**src/rtl/yuv_word_unpacker_pkg.sv**
```systemverilog
// Shared dtype encodings (DTYPE_* macros) and the frame trailer layout.
// The host-side decoder uses the same trailer layout.
`ifndef YUV_DTYPES_DEFINED
`define YUV_DTYPES_DEFINED
`define DTYPE_WIDTH        4
`define DTYPE_FRAME_START  4'h1
`define DTYPE_FRAME_END    4'h2
`define DTYPE_ROW_START    4'h3
`define DTYPE_ROW_END      4'h4
`define DTYPE_HEADER       4'h5
`define DTYPE_PIXEL_Y      4'h8
`define DTYPE_PIXEL_UV     4'h9
`define DTYPE_PIXEL_MASK   4'h8
`endif

package yuv_word_unpacker_pkg;

    localparam int DTYPE_W = `DTYPE_WIDTH;

    localparam logic [DTYPE_W-1:0] DT_FRAME_START = `DTYPE_FRAME_START;
    localparam logic [DTYPE_W-1:0] DT_FRAME_END   = `DTYPE_FRAME_END;
    localparam logic [DTYPE_W-1:0] DT_ROW_START   = `DTYPE_ROW_START;
    localparam logic [DTYPE_W-1:0] DT_ROW_END     = `DTYPE_ROW_END;
    localparam logic [DTYPE_W-1:0] DT_HEADER      = `DTYPE_HEADER;
    localparam logic [DTYPE_W-1:0] DT_PIXEL_Y     = `DTYPE_PIXEL_Y;
    localparam logic [DTYPE_W-1:0] DT_PIXEL_UV    = `DTYPE_PIXEL_UV;
    localparam logic [DTYPE_W-1:0] DT_PIXEL_MASK  = `DTYPE_PIXEL_MASK;

    localparam int TRAILER_FLAG_BIT = 31;
    localparam int TRAILER_COUNT_W  = 24;

    typedef enum logic [1:0] {
        EMPTY,
        LOW,
        HIGH
    } out_state_t;

    function automatic logic [31:0] make_trailer(input logic flag,
                                                 input logic [TRAILER_COUNT_W-1:0] count);
        logic [31:0] word;
        word = '0;
        word[TRAILER_FLAG_BIT] = flag;
        word[TRAILER_COUNT_W-1:0] = count;
        return word;
    endfunction

endpackage

```
**src/rtl/yuv_word_unpacker_sync_fifo_tagged.sv**
```systemverilog
// Synchronous FIFO with occupancy output and a look-ahead read of the entry
// behind the head, so the consumer can reload without a bubble.
module sync_fifo_tagged #(
    parameter int WIDTH      = 33,
    parameter int DEPTH      = 16,
    parameter int ADDR_WIDTH = 4
) (
    input  logic                  clk,
    input  logic                  resetb,
    input  logic                  wr_en,
    input  logic [WIDTH-1:0]      wr_data,
    input  logic                  rd_en,
    output logic [WIDTH-1:0]      head,
    output logic [WIDTH-1:0]      head_next,
    output logic [ADDR_WIDTH:0]   count
);

    logic [WIDTH-1:0]      mem [DEPTH];
    logic [ADDR_WIDTH-1:0] wr_ptr;
    logic [ADDR_WIDTH-1:0] rd_ptr;

    always_ff @(posedge clk or negedge resetb) begin
        if (!resetb) begin
            wr_ptr <= '0;
            rd_ptr <= '0;
            count  <= '0;
        end else begin
            if (wr_en)
                wr_ptr <= wr_ptr + ADDR_WIDTH'(1);
            if (rd_en)
                rd_ptr <= rd_ptr + ADDR_WIDTH'(1);
            case ({wr_en, rd_en})
                2'b10:   count <= count + (ADDR_WIDTH+1)'(1);
                2'b01:   count <= count - (ADDR_WIDTH+1)'(1);
                default: count <= count;
            endcase
        end
    end

    always_ff @(posedge clk) begin
        if (wr_en)
            mem[wr_ptr] <= wr_data;
    end

    assign head      = mem[rd_ptr];
    assign head_next = mem[rd_ptr + ADDR_WIDTH'(1)];

endmodule

```
**src/rtl/yuv_word_unpacker.sv**
```systemverilog
// Buffers header/pixel words, appends a per-frame trailer and emits 16-bit halfwords.
// Define YUV_WORD_UNPACKER_SWAP_EN to emit the upper halfword first.
module yuv_word_unpacker
    import yuv_word_unpacker_pkg::*;
#(
    parameter int DEPTH      = 16,
    parameter int ADDR_WIDTH = 4,
    parameter int CNT_WIDTH  = 24
) (
    input  logic               clk,
    input  logic               resetb,
    input  logic               dvi,
    input  logic [DTYPE_W-1:0] dtypei,
    input  logic [31:0]        datai,
    output logic               dvo,
    input  logic               rdyi,
    output logic [15:0]        datao,
    output logic               frame_endo,
    output logic               overflow,
    output logic [15:0]        drop_count
);

    localparam logic [ADDR_WIDTH:0] DATA_LIMIT = (ADDR_WIDTH+1)'(DEPTH - 1);
    localparam logic [ADDR_WIDTH:0] FULL_LEVEL = (ADDR_WIDTH+1)'(DEPTH);
    localparam logic [ADDR_WIDTH:0] ONE_WORD   = (ADDR_WIDTH+1)'(1);

    logic [CNT_WIDTH-1:0]  frame_count;
    logic [ADDR_WIDTH:0]   occupancy;
    logic [32:0]           head;
    logic [32:0]           head_next;
    logic [32:0]           wr_data;
    logic                  is_data, is_start, is_end;
    logic                  data_ok, trailer_ok, drop, wr_en, rd_en;
    out_state_t            state;
    logic [31:0]           word_q;
    logic                  tag_q;

    assign is_data    = dvi && ((dtypei == DT_HEADER) || |(dtypei & DT_PIXEL_MASK));
    assign is_start   = dvi && (dtypei == DT_FRAME_START);
    assign is_end     = dvi && (dtypei == DT_FRAME_END);
    // The last slot is reserved for the trailer, so data stops one short of full.
    assign data_ok    = is_data && (occupancy < DATA_LIMIT);
    assign trailer_ok = is_end && (occupancy < FULL_LEVEL);
    assign drop       = (is_data && !data_ok) || (is_end && !trailer_ok);
    assign wr_en      = data_ok || trailer_ok;
    assign wr_data    = trailer_ok ? {1'b1, make_trailer(overflow, TRAILER_COUNT_W'(frame_count))}
                                   : {1'b0, datai};
    assign rd_en      = (state == HIGH) && rdyi;

    sync_fifo_tagged #(
        .WIDTH      (33),
        .DEPTH      (DEPTH),
        .ADDR_WIDTH (ADDR_WIDTH)
    ) u_fifo (
        .clk       (clk),
        .resetb    (resetb),
        .wr_en     (wr_en),
        .wr_data   (wr_data),
        .rd_en     (rd_en),
        .head      (head),
        .head_next (head_next),
        .count     (occupancy)
    );

    always_ff @(posedge clk or negedge resetb) begin
        if (!resetb) begin
            frame_count <= '0;
            overflow    <= 1'b0;
            drop_count  <= '0;
        end else begin
            if (data_ok && (frame_count != '1))
                frame_count <= frame_count + CNT_WIDTH'(1);
            if (is_data && !data_ok)
                overflow <= 1'b1;
            if (drop && (drop_count != 16'hFFFF))
                drop_count <= drop_count + 16'd1;
            if (is_start || is_end) begin
                frame_count <= '0;
                overflow    <= 1'b0;
            end
        end
    end

`ifdef YUV_WORD_UNPACKER_SWAP_EN
    function automatic logic [15:0] first_half(input logic [31:0] w);
        return w[31:16];
    endfunction
    function automatic logic [15:0] second_half(input logic [31:0] w);
        return w[15:0];
    endfunction
`else
    function automatic logic [15:0] first_half(input logic [31:0] w);
        return w[15:0];
    endfunction
    function automatic logic [15:0] second_half(input logic [31:0] w);
        return w[31:16];
    endfunction
`endif

    // LOW presents the first-emitted half, HIGH the second (which carries the tag).
    // The head stays in the FIFO until its second half is accepted.
    always_ff @(posedge clk or negedge resetb) begin
        if (!resetb) begin
            state      <= EMPTY;
            dvo        <= 1'b0;
            datao      <= '0;
            frame_endo <= 1'b0;
            word_q     <= '0;
            tag_q      <= 1'b0;
        end else begin
            case (state)
                EMPTY: begin
                    if (occupancy != '0) begin
                        word_q     <= head[31:0];
                        tag_q      <= head[32];
                        datao      <= first_half(head[31:0]);
                        dvo        <= 1'b1;
                        frame_endo <= 1'b0;
                        state      <= LOW;
                    end
                end
                LOW: begin
                    if (rdyi) begin
                        datao      <= second_half(word_q);
                        frame_endo <= tag_q;
                        state      <= HIGH;
                    end
                end
                HIGH: begin
                    if (rdyi) begin
                        frame_endo <= 1'b0;
                        if (occupancy > ONE_WORD) begin
                            word_q <= head_next[31:0];
                            tag_q  <= head_next[32];
                            datao  <= first_half(head_next[31:0]);
                            state  <= LOW;
                        end else begin
                            dvo   <= 1'b0;
                            datao <= '0;
                            state <= EMPTY;
                        end
                    end
                end
                default: state <= EMPTY;
            endcase
        end
    end

endmodule

```
**config.mk**
```make
export PLATFORM = sky130hd
export DESIGN_NAME = yuv_word_unpacker
export DESIGN_NICKNAME = d
export VERILOG_FILES = /design/src/rtl/yuv_word_unpacker_pkg.sv /design/src/rtl/yuv_word_unpacker_sync_fifo_tagged.sv /design/src/rtl/yuv_word_unpacker.sv
export SDC_FILE = /design/constraint.sdc
export NUM_CORES = 1
export LEC_CHECK = 0
export CELL_PAD_IN_SITES_DETAIL_PLACEMENT = 1
export CELL_PAD_IN_SITES_GLOBAL_PLACEMENT = 2
export CORE_MARGIN = 2
export CORE_UTILIZATION = 43
export CTS_CLUSTER_DIAMETER = 60
export DETAILED_ROUTE_END_ITERATION = 12
export GPL_TIMING_DRIVEN = 0
export PLACE_DENSITY = 0.86
export SLEW_MARGIN = 5
export SYNTH_ARGS = -nofsm -noshare
export SYNTH_HDL_FRONTEND = slang
export SYNTH_SLANG_ARGS = --single-unit
```
**constraint.sdc**
```tcl
create_clock -name clk -period 4.05 [get_ports clk]
set_clock_uncertainty 0.2 [all_clocks]
set_input_delay 0.81 -clock clk [delete_from_list [all_inputs] [get_ports clk]]
set_output_delay 0.81 -clock clk [all_outputs]
set_load 0.005 [all_outputs]
```
==> run summary, run 1 <==
First-pass GRT wire length: 138 mm
Max layer used: met5
Mapped Area: 29300 sq um
Final hold slack: 302 ps
Die Footprint: 70300 sq um
CP Capture Point: word_q[23]$_DFFE_PN0P_
Log Warnings: 35
Asr flop ratio synth: 14.7%
Top cells excl fill/tap: edfxtp_1 (528), mux4_2 (264), nand2_1 (125)
Number of remaining DRC errors: 0
CP Max Fanout: 10
Initial antenna violation count: 4
DPL Wire Length: 65.6 mm
Critical path capture point type: register
WP buf/inv: 3
Die Y: 265 um
XOR-XNOR Cells, Area Fraction: 0.986%
CP top delay family: buffers and inverters
GR Util All Layers: 27.3%
GR Overflow Total: 0
Adder-cell area share of the yosys netlist: 0.683%
EDFF count, synth: 528
Final net count: 1965
Num CTS Buffers: 67
Crit path depth: 8
Slowest cell on the critical path: a2111oi_0
Arrival time worst endpoint: 4140 ps
Grt met1 use: 35.9%
Largest net degree at the start of global routing: 81
Cell chosen for the clock root: clkbuf_16
Max IR drop VDD: 434 uV
First drt pass iteration count: 5
Port-buffer cells: 74
Sw frac: 37.9%
Flop pwr share: 30.3%
CP Launch Type: register
Comb pwr share: 45.1%
Commonest Layout Cell: edfxtp_1
Layout cells sized above 1: 27.4%
Yosys simple share: 5.00%
Sw power: 0.00994 W
Die Wd: 265 um
RD Place Congestion: 0.861
Critical path class: register to register
Top-count cell post-synth: edfxtp_1
Complex Gates by Area: 6.90%
Hold_sp: drop_count[11]$_DFFE_PN0P_
Area share of the largest cell type after synthesis: 54.1%
Cts repair resizes: 5
Yosys top cell by area: edfxtp_1
Status: completed
Global route hottest layer: met2
Register bank with the most flops: u_fifo.mem
Hold Path Cell Cnt: 1
Synth mux share: 22.4%
Post-synth top cells: edfxtp_1 (528), mux4_2 (264), nand2_1 (125)
Wire length on met2: 46.0 mm
Total power: 0.0262 W
Antenna diodes: 0
Post-synth regs: 619
Clk latency late pin: 620 ps
Comb group: 0.0118 W
Filler cell count in the final layout: 6233
DRT antenna net count: 0
Req. time, crit path: 4300 ps
Initial core utilization: 43.6%
[run 1: layout make-up]
cell class / instances / area [sq um] / area share [%]
sequential: 619 / 18100 / 52.7
multi-input combinational: 959 / 10700 / 31.0
clock buffer: 93 / 1940 / 5.63
timing repair buffer: 123 / 1570 / 4.55
tap: 873 / 1090 / 3.17
buffer: 121 / 584 / 1.70
clock inverter: 30 / 363 / 1.05
inverter: 18 / 67.6 / 0.196
[run 1: through the flow]
step	setup slack, ps	cell area (sq um)	instances
finish	156	34400	2836
global route	3.50	34400	2836
CTS	11.8	34300	2819
detailed placement	-527	31900	2695
global placement	-2940	31200	2665
floorplan	176	29300	1718
==> run_1/met3.png <==
Scale bar: 100 um.
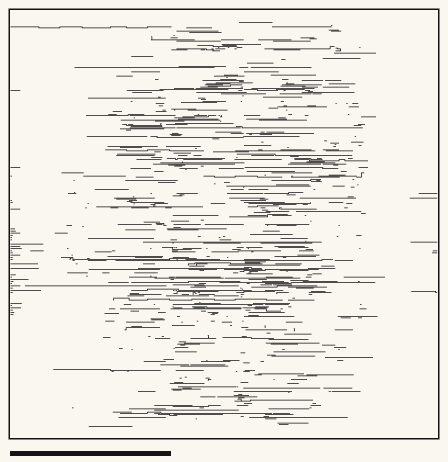
The wires run mostly horizontal. The layer carries 9410 um of wire.
met3 GRT Util: 5.63%
final wirelength: 95.7 mm
total number of vias: 19000

==> run_1/registers.png <==
Scale bar: 100 um.
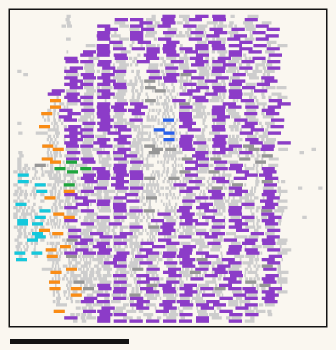
Key: `u_fifo.rd_ptr` = blue [flops 4, where center]; `frame_count` = orange [flops 24]; `drop_count` = cyan [flops 16]; `u_fifo.count` = green [flops 5, where west]; `u_fifo.mem` = purple [flops 528]
Another 42 sequential cells are not colored.
Seq group: 0.00794 W
Seq/total area: 52.7%

==> run_1/cell_classes.png <==
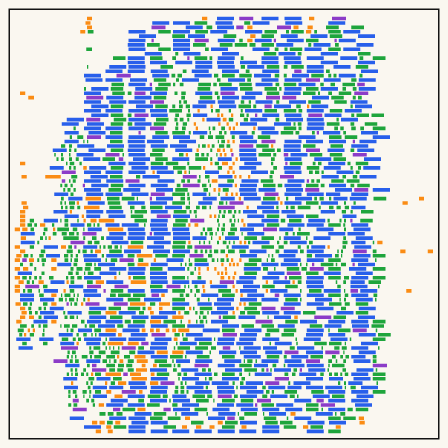
Key: clock drivers and dummy loads = purple [cells 123, share of their area 6.9%]; other buffers and delay cells = orange [cells 244, share of their area 6.4%]; all other logic = green [cells 977, share of their area 32%]; flip-flops = blue [cells 619, share of their area 54%]

==> run_1/density.png <==
27 x 27 tiles, from white (low) to dark blue (high), 0 to 100% covered.
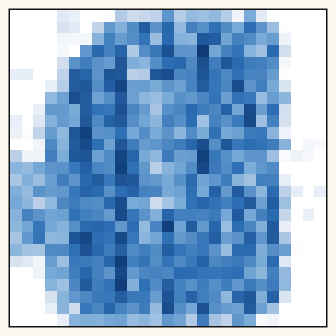

## Run 2: what changed since run 1
- CORE_MARGIN: 2 -> 4
- clock period: 4.05 -> 3.15 ns (I/O delays scaled with it)
==> run_2/density.png <==
27 x 27 tiles, from white (low) to dark blue (high), 0 to 100% covered.
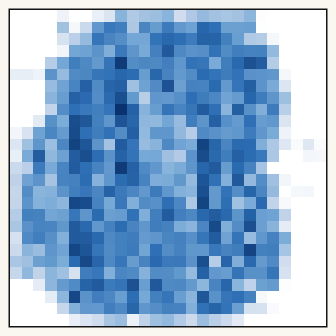
14% of the tiles are over 75% full. The fullest tile reaches 99%. The mean over all tiles is 46%. 19% of the tiles are nearly empty.

==> run_2/cell_classes.png <==
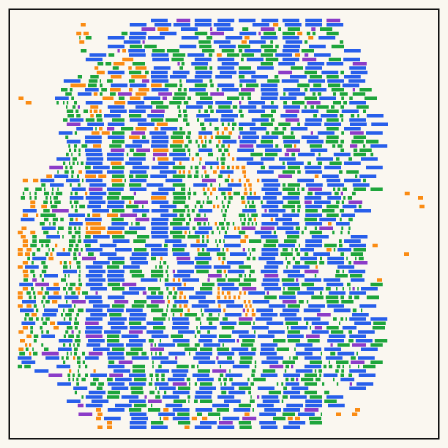
Key: flip-flops = blue [cells 619, share of their area 54%]; other buffers and delay cells = orange [cells 241, share of their area 6.7%]; clock drivers and dummy loads = purple [cells 120, share of their area 6.4%]; all other logic = green [cells 977, share of their area 33%]
Util after Layout: 51.1%
total core area: 67400 sq um
Seq/total area: 52.7%
number of cell rows: 95

==> run 2 against run 1 <==
Against the previous run:
- via count hardly changed
- clock power is about 20% higher
- cell count is 0.11% lower
- non-clock buffer count is 3 lower
- sequential share of layout area hardly changed
- critical path depth is 1 lower
- synthesized cell count stayed put
- routed wire length is 1.8% higher
- count of clock-buffer cells in the layout is 3 lower
- largest cell class unchanged
- area after synthesis stayed put
- flip-flop count stayed put
- largest power group unchanged
==> run summary, run 2 <==
Die Wd: 269 um (+1.5%)
Clk latency late pin: 590 ps (-30 ps)
Placed cell area: 31800 sq um (-0.31%)
Num CTS Buffers: 66 (-1.5%)
Vias in the first global route: 20500
Status: completed
Die Y: 269 um (+1.5%)
DPL Wire Length: 64.6 mm (-1.5%)
Cell chosen for the clock root: clkbuf_16
Worst slack, placed: -1520 ps (-994 ps)
Yosys simple share: 5.00% (unchanged)
Complex Gates by Area: 6.90% (unchanged)
Max-cap violation count: 0
Post-synth regs: 619 (unchanged)
First-pass GRT wire length: 142 mm (+2.6%)
Initial antenna violation count: 3 (-1)
Comb group: 0.0156 W (+32%)
EDFF count, synth: 528 (unchanged)
Inst Count DP: 2692 (-0.11%)
Met3 GRT Util: 7.01% (+1.4 points)
Register bank with the most flops: u_fifo.mem
XOR-XNOR Cells, Area Fraction: 0.986% (unchanged)
Critical path capture point type: register
Flop pwr share: 30.4% (about the same)
Max IR drop VDD: 690 uV (+59%)
Wire length on met2: 46.4 mm (+0.88%)
Total power: 0.0336 W (+28%)
Clock Sinks: 619
Synth mux share: 22.4% (unchanged)
Adder-cell area share of the yosys netlist: 0.683% (unchanged)
Commonest Layout Cell: edfxtp_1
Netlist cell types: 61
Filler cell count in the final layout: 6175 (-0.93%)
Yosys top cell by area: edfxtp_1
Tightest Hold Check Type: register to register
Final hold slack: 299 ps (-3.72 ps)
Layout cells sized above 1: 29.0% (+1.7 points)
Die Footprint: 72400 sq um (+3.0%)
Top cells excl fill/tap: edfxtp_1 (528), mux4_2 (264), nand2_1 (120)
Asr flop ratio synth: 14.7% (unchanged)
Initial core utilization: 43.5% (-0.077 points)
GR Util All Layers: 27.2% (-0.099 points)
Total number of vias: 18900 (-0.063%)
Comb pwr share: 46.5% (+1.4 points)
Max layer used: met4
Final wirelength: 97.5 mm (+1.8%)
Seq group: 0.0102 W (+28%)
Post-synth top cells: edfxtp_1 (528), mux4_2 (264), nand2_1 (125)
Global route hottest layer: met2
Arrival time worst endpoint: 3350 ps (-790 ps)
Final net count: 1961 (-0.20%)
Final worst slack: 49.3 ps (-107 ps)
Port-buffer cells: 74 (unchanged)
Sw power: 0.0129 W (+30%)
CP Max Fanout: 10 (unchanged)
RD Place Congestion: 0.854 (-0.82%)
Log Warnings: 37 (+5.7%)
Largest net degree at the start of global routing: 56 (-31%)
Lkg Pwr: 11.4 nW
CP Capture Point: word_q[27]$_DFFE_PN0P_
Area share of the largest cell type after synthesis: 54.1% (unchanged)
Cts repair resizes: 54 (+49)
Critical path class: register to register
Final non-filler cell total: 2833 (-0.11%)
Finished Cell Area: 34400 sq um (about the same)
Max Root-Sink Buffers: 3
Top-count cell post-synth: edfxtp_1
Mapped Area: 29300 sq um (unchanged)
Sw frac: 38.4% (+0.51 points)
CP Launch Type: register
GR Overflow Total: 0 (unchanged)
DRT antenna net count: 0 (unchanged)
Req. time, crit path: 3390 ps (-910 ps)
Hold_sp: drop_count[8]$_DFFE_PN0P_
Hold Path Cell Cnt: 1 (unchanged)
[run 2: cell counts after synthesis]
Identical to the previous run, type by type.
[run 2: cell type report]
cell class	count	area (sq um)	share of cell area [%]
clock inverters	30	268	0.778
well taps	873	1090	3.17
inverters	18	67.6	0.196
diodes	3	7.51	0.0218
repair buffers	121	1570	4.57
clock buffers	90	1860	5.39
flip-flops and latches	619	18100	52.7
plain buffers	120	648	1.88
multi-input cells	959	10800	31.3
[run 2: worst max-delay path: cells and delay by family, from the launching register on]
kind / cells / cell delay (ps)
DFF: 1 / 350
buffers and inverters: 1 / 410
and+or+nand+nor: 2 / 260
AOI/OAI and AO/OA: 3 / 1290
adders and majority gates: 1 / 430
Power and IR drop assume default switching activity.
